[config.mk]
export PLATFORM = sky130hd
export DESIGN_NAME = sap_controller
export DESIGN_NICKNAME = d
export VERILOG_FILES = /design/src/rtl/sap_controller.sv
export SDC_FILE = /design/constraint.sdc
export NUM_CORES = 1
export LEC_CHECK = 0
export ABC_AREA = 1
export CORE_AREA = 2 2 39 41
export DETAILED_ROUTE_END_ITERATION = 10
export DIE_AREA = 0 0 41 43
export HOLD_SLACK_MARGIN = 0.03
export PLACE_DENSITY = 0.72
export REMOVE_ABC_BUFFERS = 1
export SLEW_MARGIN = 20
export SYNTH_ARGS = -nofsm -noshare
export SYNTH_HDL_FRONTEND = slang
export SYNTH_SLANG_ARGS = --single-unit
[constraint.sdc]
create_clock -name clk -period 1.4 [get_ports clk]
set_input_delay 0.14 -clock clk [delete_from_list [all_inputs] [get_ports clk]]
set_output_delay 0.14 -clock clk [all_outputs]
set_load 0.05 [all_outputs]
[src/rtl/sap_controller.sv]
// SAP-U control sequencer: six-state T1..T6 ring plus HALT, decoding the
// control word from the current T-state and the instruction opcode.
module sap_controller #(
  parameter bit SHORT_CYCLE = 1'b0
) (
  input  logic       clk,
  input  logic       reset,
  input  logic [3:0] opcode,
  input  logic       step_mode,
  input  logic       step,
  output logic       pc_out,
  output logic       pc_inc,
  output logic       mar_load,
  output logic       ram_out,
  output logic       ir_load,
  output logic       ir_out,
  output logic       reg_a_load,
  output logic       reg_a_enable,
  output logic       reg_b_load,
  output logic       alu_enable,
  output logic       alu_subtract,
  output logic       out_load,
  output logic [5:0] t_state,
  output logic       halted
);

  typedef enum logic [2:0] {
    S_T1, S_T2, S_T3, S_T4, S_T5, S_T6, S_HALT
  } state_e;

  typedef struct packed {
    logic pc_out, pc_inc, mar_load, ram_out, ir_load, ir_out;
    logic reg_a_load, reg_a_enable, reg_b_load;
    logic alu_enable, alu_subtract, out_load;
  } ctl_t;

  localparam logic [3:0] OP_LDA = 4'b0000;
  localparam logic [3:0] OP_ADD = 4'b0001;
  localparam logic [3:0] OP_SUB = 4'b0010;
  localparam logic [3:0] OP_OUT = 4'b1110;
  localparam logic [3:0] OP_HLT = 4'b1111;

  state_e state_q, state_d;
  ctl_t   ctl;
  logic   advance;
  logic   is_lda, is_arith, is_out, is_hlt;

  always_ff @(posedge clk or posedge reset) begin
    if (reset) state_q <= S_T1;
    else       state_q <= state_d;
  end

  assign advance  = !step_mode || step;
  assign is_lda   = (opcode == OP_LDA);
  assign is_arith = (opcode == OP_ADD) || (opcode == OP_SUB);
  assign is_out   = (opcode == OP_OUT);
  assign is_hlt   = (opcode == OP_HLT);

  // NOTE: every variable written here gets a default first, so no path
  // through the case leaves one unassigned and no latch is inferred.
  always_comb begin
    state_d = state_q;
    ctl     = '0;
    t_state = 6'b000000;
    halted  = 1'b0;
    unique case (state_q)
      S_T1: begin
        t_state      = 6'b000001;
        ctl.pc_out   = 1'b1;
        ctl.mar_load = 1'b1;
        if (advance) state_d = S_T2;
      end
      S_T2: begin
        t_state    = 6'b000010;
        ctl.pc_inc = 1'b1;
        if (advance) state_d = S_T3;
      end
      S_T3: begin
        t_state     = 6'b000100;
        ctl.ram_out = 1'b1;
        ctl.ir_load = 1'b1;
        if (advance) state_d = S_T4;
      end
      S_T4: begin
        t_state = 6'b001000;
        if (is_lda || is_arith) begin
          ctl.ir_out   = 1'b1;
          ctl.mar_load = 1'b1;
        end else if (is_out) begin
          ctl.reg_a_enable = 1'b1;
          ctl.out_load     = 1'b1;
        end
        if (advance) begin
          if (is_hlt)                                 state_d = S_HALT;
          else if (SHORT_CYCLE && !is_lda && !is_arith) state_d = S_T1;
          else                                        state_d = S_T5;
        end
      end
      S_T5: begin
        t_state = 6'b010000;
        if (is_lda) begin
          ctl.ram_out    = 1'b1;
          ctl.reg_a_load = 1'b1;
        end else if (is_arith) begin
          ctl.ram_out    = 1'b1;
          ctl.reg_b_load = 1'b1;
        end
        if (advance) state_d = (SHORT_CYCLE && is_lda) ? S_T1 : S_T6;
      end
      S_T6: begin
        t_state = 6'b100000;
        if (is_arith) begin
          ctl.alu_enable   = 1'b1;
          ctl.reg_a_load   = 1'b1;
          ctl.alu_subtract = (opcode == OP_SUB);
        end
        if (advance) state_d = S_T1;
      end
      S_HALT: halted = 1'b1;
      default: state_d = S_T1;
    endcase
  end

  // Reset state is T1, whose strobes must not leak out while reset is held.
  assign pc_out       = !reset && ctl.pc_out;
  assign ram_out      = !reset && ctl.ram_out;
  assign ir_out       = !reset && ctl.ir_out;
  assign reg_a_enable = !reset && ctl.reg_a_enable;
  assign alu_enable   = !reset && ctl.alu_enable;
  assign alu_subtract = !reset && ctl.alu_subtract;

  // Loads and increments fire only on the cycle whose edge advances the state.
  assign pc_inc     = !reset && advance && ctl.pc_inc;
  assign mar_load   = !reset && advance && ctl.mar_load;
  assign ir_load    = !reset && advance && ctl.ir_load;
  assign reg_a_load = !reset && advance && ctl.reg_a_load;
  assign reg_b_load = !reset && advance && ctl.reg_b_load;
  assign out_load   = !reset && advance && ctl.out_load;

endmodule

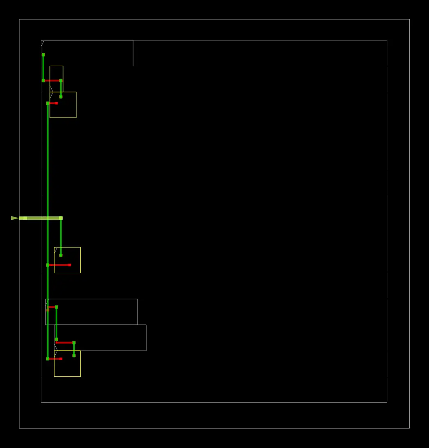
(run_1/final_clocks.png)
total CTS buffers: 3
Sink Count: 3

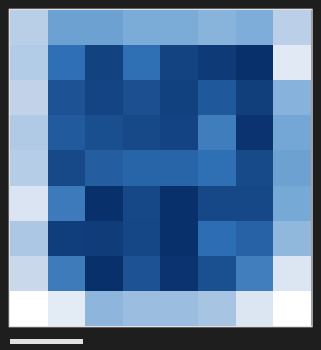
(run_1/density.png)
Scale bar: 10 um. The die is cut into 8 by 9 equal tiles; white is low, dark blue is high, 0 to 100% covered.
2.8% of the tiles are nearly empty. The densest ninth of the die: middle. The mean over all tiles is 65%.
Util after Layout: 84.3%
FP Util: 30.7%
Core ar.: 1380 um^2

==> flow_summary.yaml, run 1 <==
# generated from flow reports
timing:
  setup_slack_ns: -0.122
  tns_ns: -0.842
  tightestPinTransition_ns: 0.212
  setup-violations-final: 13
  fmax_mhz: 657
  finClkSkew_ns: 0.0000603
  hold_viol: 0
  holdWs_ns: 0.327
  layout_min_cycle_time_ns: 1.52
  slew_viol_final: 0
  rsz0062_at_grt: "yes"
  relSlewSlack_pct: 85.8
  fin_crit_sh_pct: 109
setup_path:
  cp_data_required_time_ns: 1.26
  end_kind: "primary output"
  startpoint_type: "register"
  critPathKind: "register to primary output"
  r2r_cells: 7
  r2r_slack_ns: 0.22
  cp_cell_sequence: "inv_4 > nor3_4 > nand2_1 > nor2_2 > buf_12"
  cpPeakStageDelay_ns: 0.44
  worstPathArrival_ns: 1.38
  cp_slowest_cell: "dfrtp_2"
  cp_max_fo: 6
cells_and_area:
  regMostFlops: "state_q"
  design_area_um2: 1170
  top_regs: "state_q x3"
  syn_to_final_growth_pct: 175
  diodes: 0
  lay_top_cells: "buf_12, buf_4, nand2_1"
  fill_cells: 84
  largest_reg_flops: 3
  nets: 134
  drive_above_1_share_pct: 63.2
flow_run:
  tool_warnings: 27
  maxCapViolations: 0
power_and_ir_drop:
  peakVddDrop_uv: 1570
  seq_power_share_pct: 11.2
  intPower_uw: 1060
  powerDensity_nw_per_um2: 1830
  p_leak_uw: 0.000551
  p_clk_share_pct: 6.9
  sw_frac_of_total_pct: 50.0
  p_comb_share_pct: 81.9
  power.switching_uw: 1070
clock_network:
  clock_path_buffers: 2
  cts-root-buf: "clkbuf_4"
  clk_latency_ns: 0.23
  h-tree-depth: 1
  clkSlewWorstSetupHoldPaths_ns: 0.03
  cts_tree: "yes"
yosys:
  numSynthFlops: 3
  netlist_instances: 77
  yosysSeqAreaShare_pct: 17.7
  avgSynthCellArea_um2: 5.51
  ys_cells: 77
  yosys_warnings: 0
  synth_area_um2: 424
  synth_cell_types: 15
  yosysChipArea_um2: 424
routing:
  dr.pass1.iters: 4
  viasPerCell: 4.64
  route.detailed.drc: 0
  drtIter0Drc: 2
  detail-route-antenna-nets: 0
floorplan:
  dieHeight_um: 43
  die_width_um: 41
  std_cell_rows: 14
  chipArea_um2: 1760
grt:
  antenna_found_initial: 0
  overflow: 0
  grt_pass1_vias: 621
  grt_pass1_wl_um: 2490
  grt_max_degree: 7
placed_design:
  hpwlAfterDp_um: 1150
  placed_cell_area_um2: 951
  finalWeightedCongestion: 0.863
outcome:
  failed_checks: "setup timing"
  status: "complete, but fails checks"
min_path:
  hp-class: "primary input to async pin"
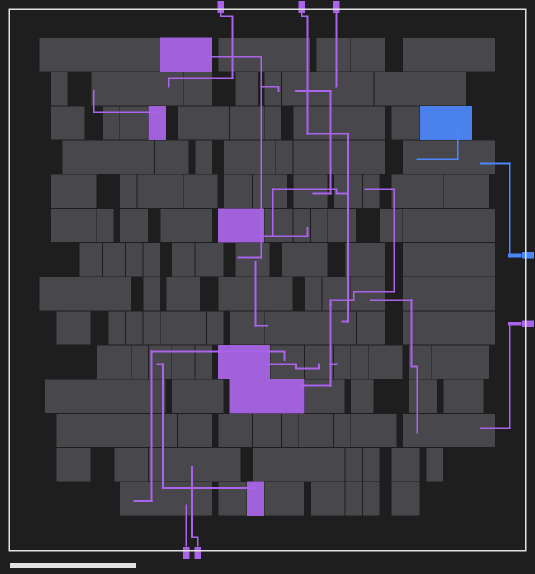
(run_1/port_nets.png)
Scale bar: 10 um.
Purple shows `t_state`, bits 6, direction output, end cells 6, buffers 10, wire 219 um. Blue shows `out_load`, bits 1, direction output, end cells 1, buffers 1, wire 16.4 um.
number of port buffers: 26
I/O pin count: 27

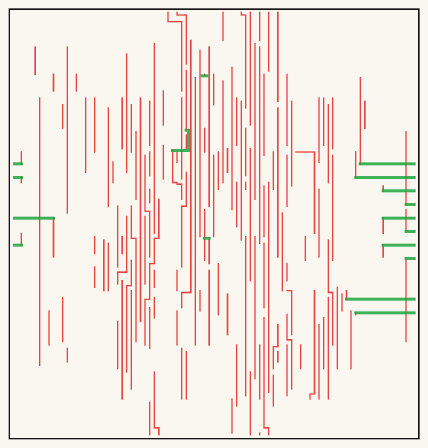
(run_1/metal_stack.png)
Two of the layers only.
Red shows met2, wire length 986 um. Green shows met3, wire length 46.0 um.
wire per inst: 12.1 um
All-Layer GR Usage: 20.4%
via count: 654
DRT Wirelength: 1710 um

[run 1: logic make-up after synthesis]
logic type	after synthesis	synth area share [%]
buf+inv	16	20.1
flops	3	17.7
simple gates	54	57.5
compound gates	4	4.72
[run 1: worst paths after layout]
kind,from,endpoint
max in group asynchronous,reset,state_q[2]
setup reg to reg,state_q[1],state_q[1]
min in group clk,opcode[2],state_q[1]
hold reg to reg,state_q[0],state_q[0]
setup / recovery,state_q[0],alu_subtract
hold / removal,reset,state_q[0]
[run 1: layer usage]
metal | share of wire (%) | global-route usage (%)
met1 | 39 | 24.4
met4 | 0.94 | 10.7
met3 | 2.7 | 3.14
met2 | 58 | 33.1
met5 | 0 | 0
[run 1: Yosys cell counts]
library cell	count	share of area [%]
nor3_1	4	4.7
inv_1	10	8.9
nor2_1	18	16
buf_6	3	8.0
a21oi_1	1	1.2
nor2_2	2	2.9
o21ai_0	3	3.5
inv_4	1	1.5
nor3_4	1	3.8
nor3_2	1	2.4
and2_1	2	2.9
inv_2	2	1.8
dfrtp_1	3	18
nand2_1	20	18
nand3_1	6	7.1
[run 1: stage by stage]
stage	setup WS [ns]	instances	total power (uW)
floorplan	-0.762	74	894
global placement	-0.124	128	1580
detailed placement	-0.159	128	1610
CTS	-0.115	138	1980
global route	-0.212	141	2230
finish	-0.122	141	2130
[run 1: power groups by stage]
stage	registers, uW	logic (uW)	clock network (uW)
floorplan	214	679	0
global placement	218	1370	0
detailed placement	224	1380	0
CTS	223	1600	156
global route	243	1830	159
finish	239	1740	147
[run 1: critical path: cells and delay by family, from the launching register on]
kind                   cells  cell delay [ns]
AND/OR/NAND/NOR            3             0.48
flip-flops                 1             0.44
buffers and inverters      2             0.23
[run 1: area by class of cell]
| type | count | area, um^2 | share of cell area (%) |
|---|---|---|---|
| flip-flops and latches | 3 | 78.8 | 6.76 |
| clock buffers | 4 | 26.3 | 2.25 |
| inverters | 13 | 53.8 | 4.61 |
| well taps | 16 | 20.0 | 1.72 |
| repair buffers | 47 | 614 | 52.7 |
| multi-input cells | 58 | 373 | 32.0 |
[run 1: timing repair]
action,CTS,global route
setup endpoints to repair,18,15
pin swaps,10,9
gates resized,35,8
cloned,0,0
buffers inserted,7,3
hold buffers,0,0
==> run_1/met1.png <==
Supply wires on this layer in grey.
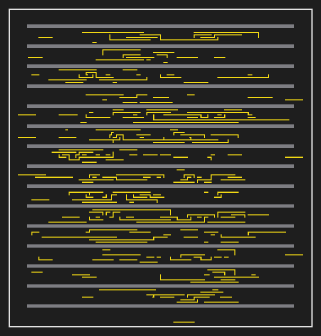

==> run 2, diff against run 1 <==
ABC_CLOCK_PERIOD_IN_PS = 1500   (was not set)
clock period = 1.5 ns   (was 1.4 ns; I/O delays follow)
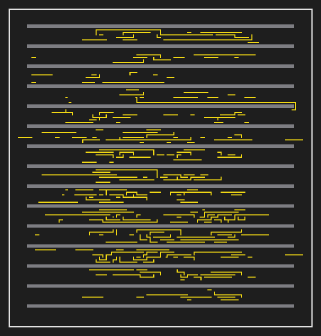
(run_2/met1.png)
Supply wires on this layer in grey.
The longest straight run is 21.6 um. The layer carries 608 um of wire. The layer holds 34% of the routed length. The wires run mostly horizontal.
DRT Wirelength: 1770 um
met1 usage: 20.6%
via count: 658

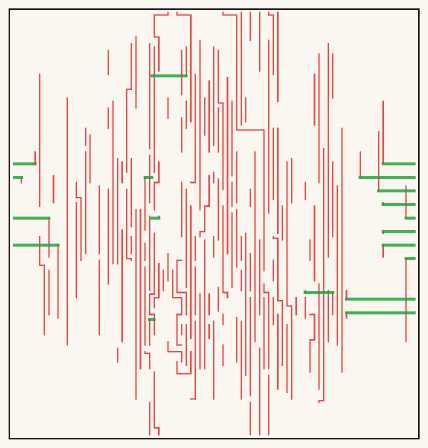
(run_2/metal_stack.png)
Two of the layers only.
wire per inst: 13.1 um
All-Layer GR Usage: 21.4%

==> flow_summary.yaml, run 2 <==
# generated from flow reports
placed_design:
  dp_slack_ns: -0.107
  dp_cells: 125
  portBuffers: 26
clock_network:
  clock_path_buffers: 2
  cts-root-buf: "clkbuf_4"
yosys:
  avgSynthCellArea_um2: 5.51
  ys_cells: 77
  top_cell: "nand2_1"
  netlist_instances: 77
  synth.top_cell.area_share_pct: 17.7
  synth_cell_types: 15
  ff_type: "dfrtp_1"
  ys_sh_mux_pct: 0
  yosysSeqAreaShare_pct: 17.7
  synthXorXnorAreaFrac_pct: 0
routing:
  routed.top_layer: "met4"
  drt-met1-wl_um: 608
  detail-route-antenna-nets: 0
  drtIter0Drc: 6
cells_and_area:
  nets: 128
  fin_util_pct: 81.1
  syn_to_final_growth_pct: 165
outcome:
  failed_checks: "setup timing"
  status: "complete, but fails checks"
timing:
  hold_viol: 0
  setup-violations-final: 6
  tns_ns: -0.308
  tightestPinTransition_ns: 0.332
  setup_slack_ns: -0.105
  finClkSkew_ns: 0.000475
grt:
  antenna_found_initial: 0
  overflow: 0
  grt_max_degree: 9
  grt_pass1_wl_um: 2570
  grt_pass1_vias: 647
floorplan:
  dieHeight_um: 43
  core_area_um2: 1380
setup_path:
  r2r_cells: 5
min_path:
  hp-class: "primary input to async pin"
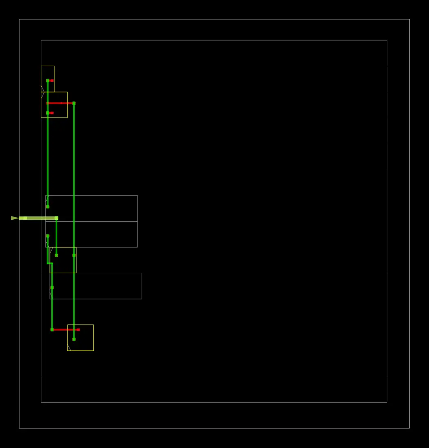
(run_2/final_clocks.png)
layout clock buffer count: 4
Latency at later pin: 0.23 ns

run 2: cell types whose count changed in the layout (fill, tap and decap cells not counted), sizes merged:
cell / before / now
buf: 40 / 34
dlygate4sd2: 3 / 0
dlymetal6s2s: 1 / 4
run 2: report_power, final:
part	internal, uW	total (uW)	leakage (uW)	switching (uW)
Combinational	691	1510	0.000510	823
Clock	99.6	140	0.0000150	40.4
Sequential	127	234	0.0000333	108
Total	918	1890	0.000559	971
run 2: path summary, 6_finish.rpt:
check	from	to	slack, ns
worst min register to register	state_q[0]	state_q[0]	0.57
min in group clk	opcode[1]	state_q[1]	0.45
max in group asynchronous	reset	state_q[2]	1.06
worst min-delay path	reset	state_q[0]	0.32
worst max register to register	state_q[2]	state_q[2]	0.28
worst max-delay path	state_q[0]	alu_enable	-0.10
run 2: what timing repair did:
item / 4_1_cts / 5_1_grt
pin swaps: 6 / 10
hold buffers: 0 / 0
setup endpoints to repair: 12 / 13
resized: 20 / 19
setup buffers: 4 / 3
run 2: area by class of cell:
cell class	instances	area, um^2	share of cell area, %
Multi-Input combinational cell	58	368	32.8
Timing Repair Buffer	41	573	51.1
Sequential cell	3	78.8	7.02
Inverter	13	56.3	5.02
Clock buffer	4	26.3	2.34
Tap cell	16	20.0	1.78
run 2: worst max-delay path, cell delays in order, from the launching register on:
cell     delay [ns]
dfrtp_2        0.44
inv_4          0.07
nor3_4         0.26
nand2_1        0.11
nor2_2         0.19
buf_12         0.16
run 2: logic make-up after synthesis:
kind of cell | Yosys count
compound gates | 4
buf+inv | 16
flops | 3
simple gates | 54
run 2: per-stage QoR:
stage | area [um^2] | power, uW
floorplan | 390 | 834
detailed placement | 928 | 1490
CTS | 1030 | 1730
global placement | 928 | 1460
finish | 1120 | 1890
global route | 1120 | 1960
run 2: layer usage:
metal / track usage, % / vias up
met2: 39.4 / 20
met3: 3.66 / 4
met4: 10.7 / 0
met1: 20.6 / 313
met5: 0 / -
li1: - / 321
Power is estimated from default activity; no workload was simulated.
